File: config.mk
export PLATFORM = sky130hd
export DESIGN_NAME = kettle_sensor_frontend_flat
export DESIGN_NICKNAME = d
export VERILOG_FILES = /design/src/rtl/kettle_sensor_frontend_if.sv /design/src/rtl/kettle_sensor_frontend.sv /design/src/flat_wrapper.sv
export SDC_FILE = /design/constraint.sdc
export NUM_CORES = 1
export LEC_CHECK = 0
export ABC_AREA = 1
export CORE_MARGIN = 3
export CORE_UTILIZATION = 30
export CTS_CLUSTER_DIAMETER = 50
export DETAILED_ROUTE_END_ITERATION = 8
export DONT_BUFFER_PORTS = 1
export GPL_ROUTABILITY_DRIVEN = 1
export PLACE_DENSITY = 0.55
export SETUP_SLACK_MARGIN = 0.4
export SYNTH_ARGS = -nofsm -noshare
export SYNTH_HDL_FRONTEND = slang
export SYNTH_SLANG_ARGS = --single-unit
File: constraint.sdc
create_clock -name clk -period 2.9 [get_ports clk]
set_input_delay 0.29 -clock clk [delete_from_list [all_inputs] [get_ports clk]]
set_output_delay 0.29 -clock clk [all_outputs]
set_load 0.01 [all_outputs]
File: src/rtl/kettle_sensor_frontend_if.sv
// Signal bundle between the raw kettle sensors and the conditioned controller inputs.
// The sensor side drives the raw samples; the frontend drives the conditioned outputs.
interface kettle_sensor_frontend_if;
    logic       start_raw;
    logic [7:0] temp_raw;
    logic       temp_valid;
    logic [7:0] level_raw;
    logic       level_valid;
    logic       start_button;
    logic [7:0] temperature_sensor;
    logic       water_level_sensor;
    logic       data_ready;
    logic       sensor_fault;

    modport master (
        output start_raw, temp_raw, temp_valid, level_raw, level_valid,
        input  start_button, temperature_sensor, water_level_sensor, data_ready, sensor_fault
    );

    modport slave (
        input  start_raw, temp_raw, temp_valid, level_raw, level_valid,
        output start_button, temperature_sensor, water_level_sensor, data_ready, sensor_fault
    );
endinterface

File: src/rtl/kettle_sensor_frontend.sv
// Kettle sensor conditioning: button sync/debounce, 4-sample temperature average,
// water-level hysteresis and a temperature-ADC watchdog. All outputs registered.
module kettle_sensor_frontend #(
    parameter int unsigned DEBOUNCE_CYCLES = 16,
    parameter logic [7:0]  WATER_ON_TH     = 8'd40,
    parameter logic [7:0]  WATER_OFF_TH    = 8'd30,
    parameter int unsigned TEMP_TIMEOUT    = 1000
) (
    input logic                     clk,
    input logic                     rst,
    kettle_sensor_frontend_if.slave bus
);
    localparam int unsigned       DEB_W        = $clog2(DEBOUNCE_CYCLES);
    localparam int unsigned       WD_W         = $clog2(TEMP_TIMEOUT + 1);
    localparam logic [DEB_W-1:0]  DEB_LAST     = DEB_W'(DEBOUNCE_CYCLES - 1);
    localparam logic [WD_W-1:0]   WD_LIMIT     = WD_W'(TEMP_TIMEOUT);
    localparam logic [7:0]        TEMP_INVALID = 8'd255;
    localparam logic [2:0]        FILL_FULL    = 3'd4;

    logic             sync1_q, sync1_d;
    logic             sync2_q, sync2_d;
    logic [DEB_W-1:0] deb_cnt_q, deb_cnt_d;
    logic             btn_q, btn_d;
    logic             water_q, water_d;
    logic [7:0]       win_q [4];
    logic [7:0]       win_d [4];
    logic [9:0]       sum_q, sum_d;
    logic [2:0]       fill_q, fill_d;
    logic [7:0]       temp_q, temp_d;
    logic             ready_q, ready_d;
    logic [WD_W-1:0]  wd_q, wd_d;
    logic             fault_q, fault_d;

    // NOTE: every signal written here gets a default first, so no path leaves one unassigned (no latch).
    always_comb begin
        sync1_d   = bus.start_raw;
        sync2_d   = sync1_q;
        btn_d     = btn_q;
        deb_cnt_d = '0;
        if (sync2_q != btn_q) begin
            if (deb_cnt_q == DEB_LAST) begin
                btn_d = sync2_q;
            end else begin
                deb_cnt_d = deb_cnt_q + 1'b1;
            end
        end

        water_d = water_q;
        if (bus.level_valid) begin
            if (!water_q && (bus.level_raw >= WATER_ON_TH)) begin
                water_d = 1'b1;
            end else if (water_q && (bus.level_raw < WATER_OFF_TH)) begin
                water_d = 1'b0;
            end
        end

        win_d   = win_q;
        sum_d   = sum_q;
        fill_d  = fill_q;
        temp_d  = temp_q;
        ready_d = ready_q;
        wd_d    = wd_q;
        fault_d = fault_q;
        if (bus.temp_valid) begin
            wd_d     = '0;
            fault_d  = 1'b0;
            win_d[0] = bus.temp_raw;
            win_d[1] = win_q[0];
            win_d[2] = win_q[1];
            win_d[3] = win_q[2];
            // Unfilled slots are zero, so subtracting the oldest slot is safe while filling.
            sum_d    = sum_q + {2'b00, bus.temp_raw} - {2'b00, win_q[3]};
            if (fill_q != FILL_FULL) begin
                fill_d = fill_q + 3'd1;
            end
            if (fill_d == FILL_FULL) begin
                temp_d  = sum_d[9:2];
                ready_d = 1'b1;
            end else begin
                temp_d  = TEMP_INVALID;
                ready_d = 1'b0;
            end
        end else if (wd_q != WD_LIMIT) begin
            wd_d = wd_q + 1'b1;
            if (wd_d == WD_LIMIT) begin
                fault_d = 1'b1;
                win_d   = '{default: 8'd0};
                sum_d   = '0;
                fill_d  = '0;
                temp_d  = TEMP_INVALID;
                ready_d = 1'b0;
            end
        end
    end

    // NOTE: state registers use non-blocking assignments so all flops update from pre-edge values.
    always_ff @(posedge clk or negedge rst) begin
        if (!rst) begin
            sync1_q   <= 1'b0;
            sync2_q   <= 1'b0;
            deb_cnt_q <= '0;
            btn_q     <= 1'b0;
            water_q   <= 1'b0;
            // NOTE: the sample window is reset because the running sum relies on empty slots being zero.
            win_q     <= '{default: 8'd0};
            sum_q     <= '0;
            fill_q    <= '0;
            temp_q    <= TEMP_INVALID;
            ready_q   <= 1'b0;
            wd_q      <= '0;
            fault_q   <= 1'b0;
        end else begin
            sync1_q   <= sync1_d;
            sync2_q   <= sync2_d;
            deb_cnt_q <= deb_cnt_d;
            btn_q     <= btn_d;
            water_q   <= water_d;
            win_q     <= win_d;
            sum_q     <= sum_d;
            fill_q    <= fill_d;
            temp_q    <= temp_d;
            ready_q   <= ready_d;
            wd_q      <= wd_d;
            fault_q   <= fault_d;
        end
    end

    assign bus.start_button       = btn_q;
    assign bus.temperature_sensor = temp_q;
    assign bus.water_level_sensor = water_q;
    assign bus.data_ready         = ready_q;
    assign bus.sensor_fault       = fault_q;
endmodule

File: src/flat_wrapper.sv
// flat-port wrapper written by rule: the top's interface ports become plain ports
module kettle_sensor_frontend_flat 
#(
    parameter int unsigned DEBOUNCE_CYCLES = 16,
    parameter logic [7:0]  WATER_ON_TH     = 8'd40,
    parameter logic [7:0]  WATER_OFF_TH    = 8'd30,
    parameter int unsigned TEMP_TIMEOUT    = 1000
)
  (clk, rst, bus_start_raw, bus_temp_raw, bus_temp_valid, bus_level_raw, bus_level_valid, bus_start_button, bus_temperature_sensor, bus_water_level_sensor, bus_data_ready, bus_sensor_fault);
  kettle_sensor_frontend_if bus_i ();
  input logic clk;
  input logic rst;
  input wire logic [$bits(bus_i.start_raw)-1:0] bus_start_raw;
  input wire logic [$bits(bus_i.temp_raw)-1:0] bus_temp_raw;
  input wire logic [$bits(bus_i.temp_valid)-1:0] bus_temp_valid;
  input wire logic [$bits(bus_i.level_raw)-1:0] bus_level_raw;
  input wire logic [$bits(bus_i.level_valid)-1:0] bus_level_valid;
  output wire logic [$bits(bus_i.start_button)-1:0] bus_start_button;
  output wire logic [$bits(bus_i.temperature_sensor)-1:0] bus_temperature_sensor;
  output wire logic [$bits(bus_i.water_level_sensor)-1:0] bus_water_level_sensor;
  output wire logic [$bits(bus_i.data_ready)-1:0] bus_data_ready;
  output wire logic [$bits(bus_i.sensor_fault)-1:0] bus_sensor_fault;
  assign bus_i.start_raw = bus_start_raw;
  assign bus_i.temp_raw = bus_temp_raw;
  assign bus_i.temp_valid = bus_temp_valid;
  assign bus_i.level_raw = bus_level_raw;
  assign bus_i.level_valid = bus_level_valid;
  assign bus_start_button = bus_i.start_button;
  assign bus_temperature_sensor = bus_i.temperature_sensor;
  assign bus_water_level_sensor = bus_i.water_level_sensor;
  assign bus_data_ready = bus_i.data_ready;
  assign bus_sensor_fault = bus_i.sensor_fault;
  kettle_sensor_frontend #(.DEBOUNCE_CYCLES(DEBOUNCE_CYCLES), .WATER_ON_TH(WATER_ON_TH), .WATER_OFF_TH(WATER_OFF_TH), .TEMP_TIMEOUT(TEMP_TIMEOUT)) u_core (.clk(clk), .rst(rst), .bus(bus_i));
endmodule
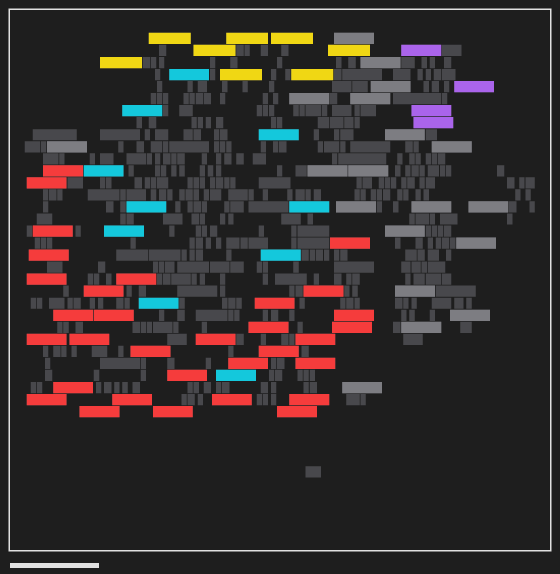
(run_1/ff_map.png)
The bar under the picture is 20 µm long. Other sequential cells in the stronger grey, the rest of the logic in the fainter grey.
u_core.deb_cnt_q: in purple, flops 4, where top right. u_core.win_q: in red, flops 32. u_core.sum_q: in cyan, flops 10. u_core.bus.temperature_sensor: in yellow, flops 8, where top middle.

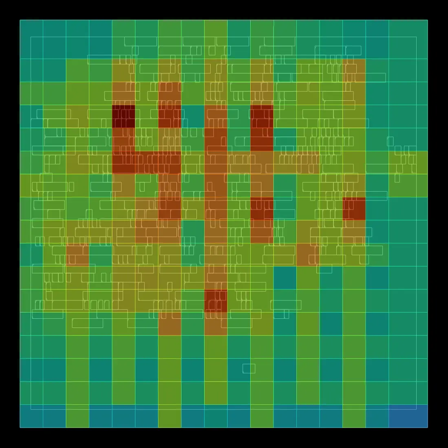
(run_1/congestion_map.png)
M3 GR Usage: 0.0316
Total GRT Usage: 0.119
Avg WL per Cell: 11.9 µm
met2 usage: 0.205
met1 Use GR: 0.147

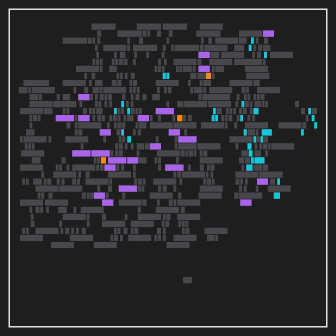
(run_1/gates.png)
nor cells: in cyan, cells 31. fa/ha/maj cells: in purple, cells 23. and/or cells: in orange, cells 3.
most frequent logic cell in the layout: nand2_1
logic share of the area: 0.405
post-route insts no fill: 675

==> flow_summary.toml, run 1 <==
# synthesis and place-and-route metrics
[min_path]
holdCritStartpoint = "bus_temp_valid"
hold_depth = 1

[final_timing]
max_freq_ghz = 0.446
fin_crit_sh = 0.773
drv_slew = 0
clock_skew_ns = 0.00736
final.setup.tns_ns = 0
tightest_slew_ns = 0.609
max-slew-margin-rel = 0.593
timing.final.crit_period_ns = 2.24
setup_viol = 0

[synthesis]
synth_area_um2 = 4040
synth-seq-cells = 73
synth-xor-area-share = 0.0195
ys_sh_adder = 0.0861
yosys-top-cells-area = "dfrtp_1 (40%), nand2_1 (16%), nand3_1 (8.1%)"
ys_chip_area_um2 = 4040
synth-simple-area-share = 0.319
avgSynthCellArea_um2 = 8.09
top_cell_area_share = 0.403
mux_share = 0.00279
syn_nets = 543
synth_top_cell_by_area = "dfrtp_1"
yosysSeqAreaShare = 0.455
synth_cells = 499

[clock_network]
cts_resized = 0
clock_sinks = 73
holdBufCountCts = 4
worstSkewPairLatency_ns = 0.34
clockRootBuffer = "clkbuf_16"
cts_tree = "built"
cts_buffers = 9

[final_layout]
largestRegisters = "u_core.win_q (32), u_core.sum_q (10), u_core.wd_q (10)"
regMostFlops = "u_core.win_q"
largest_reg_flops = 32
syn2layout_area_growth_pct = 12.8
n_antenna_cell = 0
drive_above_1_share = 0.0994

[power_and_ir_drop]
power_top_consumer = "combinational logic"
vdd_ir_drop_max_v = 0.000369
clock_power_mw = 1.20
p_seq_mw = 1.36
sw_frac_of_total = 0.374
p_comb_frac = 0.385

[worst_setup_path]
critPathLaunch = "u_core.sum_q[0]$_DFFE_PN0P_"
crit_path_max_fanout = 3
arrival_ns = 2.51
crit_buf_inv = 3
critPathSlowestCell = "fa_1"
rrSetupSlack_ns = 0.66
cp.depth = 14
crit_family = "adder cells"
required_ns = 3.17
cp-end-kind = "flip-flop"
crit_type = "flip-flop to flip-flop"
reg2reg_from = "u_core.sum_q[0]$_DFFE_PN0P_"
rr_endpoint = "u_core.bus.temperature_sensor[6]$_DFFE_PN1P_"
crit_end = "u_core.bus.temperature_sensor[6]$_DFFE_PN1P_"
crit_chain = "inv_1 > ha_1 > inv_1 > ha_1 > inv_1 > fa_1 > o21ai_2 > nand2_1 > nand2_1 > nand2_1 > nand2_1 > nand2_1 > nand2_1 > nand2_1"
r2r.worst_path.cells = 14

[job]
warning_count = 29
maxCapViolations = 0

[routing]
drc = 0
wl_met2_um = 3860
first_pass_iters = 4
viasPerCell = 4.53
wl_um = 8060
ant_nets = 0
dr_wl_met3_um = 271
vias = 3056

[floorplan]
core_area_um2 = 12900
fp.dieW_um = 122
initial_core_util = 0.314
die_area_um2 = 14900
boundaryPins = 33
die_h_um = 122

[grt]
grt_pass1_wl_um = 14300
grt_pass1_vias = 3143
top_usage_layer = "met2"
antenna_found_initial = 0

[place]
dp_cells = 655
hpwlAfterDp_um = 5410
gp_congestion = 0.815
io_buffers = 0

[status]
status = "complete, no violations"
[run 1: worst reg2reg max path: cells and delay by family (launching register included)]
family | cells | cell delay (ns)
adder cells (fa/ha/maj) | 3 | 0.90
AND/OR/NAND/NOR | 7 | 0.50
flip-flops | 1 | 0.35
AND-OR/OR-AND | 1 | 0.23
buffers and inverters | 3 | 0.19
[run 1: per-stage QoR]
step	area [µm²]	hold WS [ns]	utilization	setup slack [ns]
2_1_floorplan	4040	-0.00559	-	0.761
3_3_place_gp	4180	-0.00314	0.324	0.468
3_5_place_dp	4180	-0.00315	0.324	0.443
4_1_cts	4550	0.0123	0.354	0.413
5_1_grt	4560	0.0166	0.354	0.404
6_report	4560	0.0471	0.354	0.657
[run 1: area by class of cell]
| class | count | area (µm²) |
|---|---|---|
| fillers | 1329 | 8320 |
| multi-input cells | 340 | 1840 |
| flip-flops and latches | 73 | 1840 |
| inverters | 68 | 255 |
| clock buffers | 9 | 225 |
| well taps | 172 | 215 |
| clock inverters | 7 | 95.1 |
| repair buffers | 6 | 85.1 |
[run 1: Yosys cell counts]
master / n
nand3_1: 65
dfstp_2: 8
nand2_1: 167
xnor2_1: 6
o21bai_1: 3
nand4_1: 5
fa_1: 8
inv_1: 67
a21oi_2: 1
o21ai_1: 1
xor2_1: 3
nor2_2: 1
o21a_1: 1
clkbuf_1: 11
nor3b_1: 2
or2_2: 3
nor3_1: 3
buf_6: 5
a21oi_1: 9
clkinv_1: 1
mux2_2: 1
nor2_1: 23
nor2_4: 2
o21ai_0: 5
buf_1: 1
nand2_2: 3
nand3b_1: 3
buf_2: 1
nand3_2: 10
dfrtp_1: 65
ha_1: 15
==> run_1/closeup.png <==
The bar under the picture is 10 µm long. Region (18, 18) to (43, 43) µm. Cells in grey, sequential cells in the stronger grey; small squares are vias.
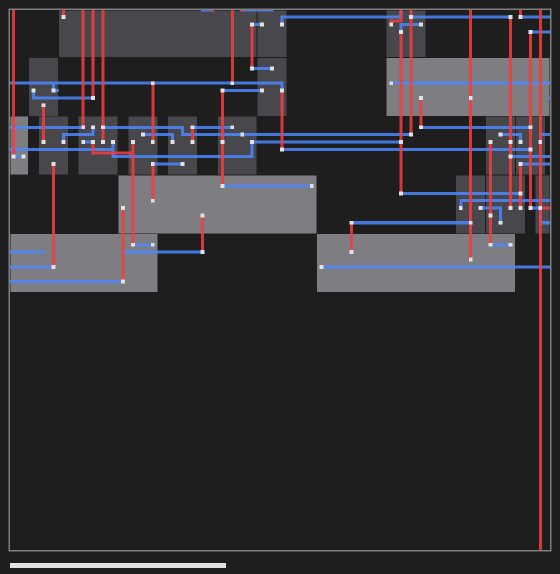

--- run 2 (diff from run 1) ---
PLACE_DENSITY = 0.56   (was 0.55)
clock period = 1.8 ns   (was 2.9 ns; I/O delays follow)
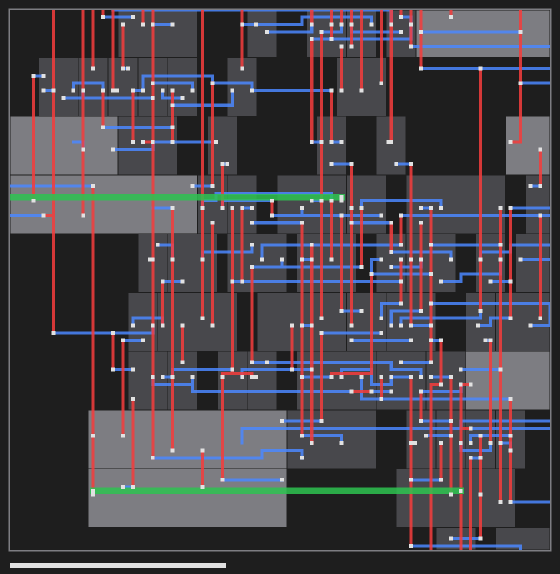
(run_2/closeup.png)
The bar under the picture is 10 µm long. Region (18, 18) to (43, 43) µm. Cells in grey, sequential cells in the stronger grey; small squares are vias.
M2: in red. M3: in green. M1: in blue.
Sequential cells in the window: 5. 53 logic cells have their middle in the window. Most frequent: nand2_1 (12), inv_1 (8), dfrtp_1 (5). Netlist names of flops here include u_core.wd_q (5).

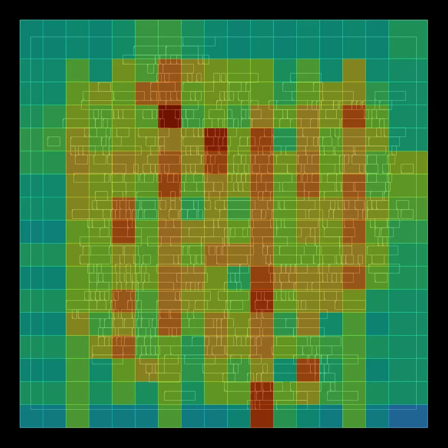
(run_2/congestion_map.png)
global route hottest layer: met2
Total GRT Usage: 0.149
met2 usage: 0.256
Avg WL per Cell: 13.7 µm
final core occ: 0.466

==> run 2 against run 1 <==
Against the previous run: the flow now finishes with violations (hold timing, setup timing); routed wire length grew 28%; setup slack lost 0.95 ns; via count grew 15%; cell area grew 32%; clock-buffer cell count grew 1; clock power grew 65%; final cell count grew 11%; critical endpoint unchanged; highest routed layer unchanged.
==> flow_summary.toml, run 2 <==
# synthesis and place-and-route metrics
[status]
status = "finished, violations left"
violations = "hold timing, setup timing"

[worst_setup_path]
crit_end = "u_core.bus.temperature_sensor[6]$_DFFE_PN1P_"
rrSetupSlack_ns = -0.30
critPathLaunch = "u_core.sum_q[2]$_DFFE_PN0P_"
cp-end-kind = "flip-flop"
crit_type = "flip-flop to flip-flop"

[synthesis]
yosys-top-cells-area = "dfrtp_1 (40%), nand2_1 (16%), nand3_1 (8.1%)"
ff_type = "dfrtp_1"
avgSynthCellArea_um2 = 8.09
yosysMostFrequentCell = "nand2_1"
top_cell_area_share = 0.403
ys_chip_area_um2 = 4040
synth_top_cell_by_area = "dfrtp_1"
synth-seq-cells = 73
yosysSeqAreaShare = 0.455
async_flop_share = 1.00
syn_nets = 543

[final_layout]
non_clock_inverter_count = 68
regMostFlops = "u_core.win_q"
non_clock_buffer_area_share = 0.152
largestRegisters = "u_core.win_q (32), u_core.sum_q (10), u_core.wd_q (10)"
comb_cells = 341
clock_area_frac = 0.0549
syn2layout_area_growth_pct = 48.5
seq_area_um2 = 1840
largest_class = "logic gates"
largest_reg_flops = 32
clock_buffers = 10

[power_and_ir_drop]
p_seq_mw = 2.22
sw_frac_of_total = 0.384
p_comb_frac = 0.531
clock_power_mw = 1.98

[final_timing]
setup_viol = 48
finalHoldViolations = 73
drv_slew = 0
holdWs_ns = -0.461
setup_ws_ns = -0.296
tightest_slew_ns = 0.470

[clock_network]
clock_sinks = 73

[place]
io_buffers = 0
gp_congestion = 0.790
post-place-ws_ns = -0.275

[routing]
ant_nets = 0
vias = 3509
viasPerCell = 4.67

[floorplan]
die_area_um2 = 14900
fp.dieW_um = 122
[run 2: layer usage]
layer,global-route usage,part of all wire
met1,0.183,0.45
met2,0.256,0.50
met3,0.0385,0.032
met4,0.0462,0.014
met5,0,0
[run 2: worst max-delay path, cell delays in order (launching register included)]
cell and delay [ns]:
dfrtp_1 0.36, inv_2 0.04, fa_1 0.52, inv_2 0.05, ha_4 0.33, nand2_4 0.07
o21ai_4 0.23, nand2_2 0.09, nand3b_1 0.12, nand2_1 0.07, nand2_1 0.05, nand2_1 0.05
nand2_1 0.06
[run 2: cells by family after synthesis]
logic type      count (synthesis)  share of synthesized area
mux                             1                    0.00279
xor+xnor                        9                     0.0195
compound gates                 20                     0.0282
fa+ha+maj                      23                     0.0861
simple gates                  287                      0.319
flops                          73                      0.455
buf+inv                        86                     0.0895
[run 2: through the flow]
stage	setup TNS (ns)	cells	instance area (µm²)	util
global placement	-3.07	682	4640	0.361
detailed placement	-3.52	682	4640	0.361
floorplan	-1.05	499	4300	-
CTS	-3.74	743	5720	0.445
global route	-10.03	752	6000	0.466
finish	-4.89	752	6000	0.466
[run 2: worst min-delay path by stage]
stage                     from                           endpoint  cells past startpoint
after floorplan            rst  u_core.bus.data_ready$_DFFE_PN0P_                      0
after global placement     rst       u_core.win_q[25]$_DFFE_PN0P_                      0
after detailed placement   rst       u_core.win_q[25]$_DFFE_PN0P_                      0
after CTS                  rst       u_core.win_q[26]$_DFFE_PN0P_                      0
after global routing       rst        u_core.sum_q[2]$_DFFE_PN0P_                      0
final                      rst        u_core.sum_q[1]$_DFFE_PN0P_                      0
[run 2: repair_timing]
item,in CTS,in global routing
setup endpoints to repair,55,57
pin swaps,19,35
buffers inserted,10,7
cloned,6,1
hold buffers,29,1
endpoints found under the hold margin,123,75
gates resized,49,52
Power and IR drop assume default switching activity.
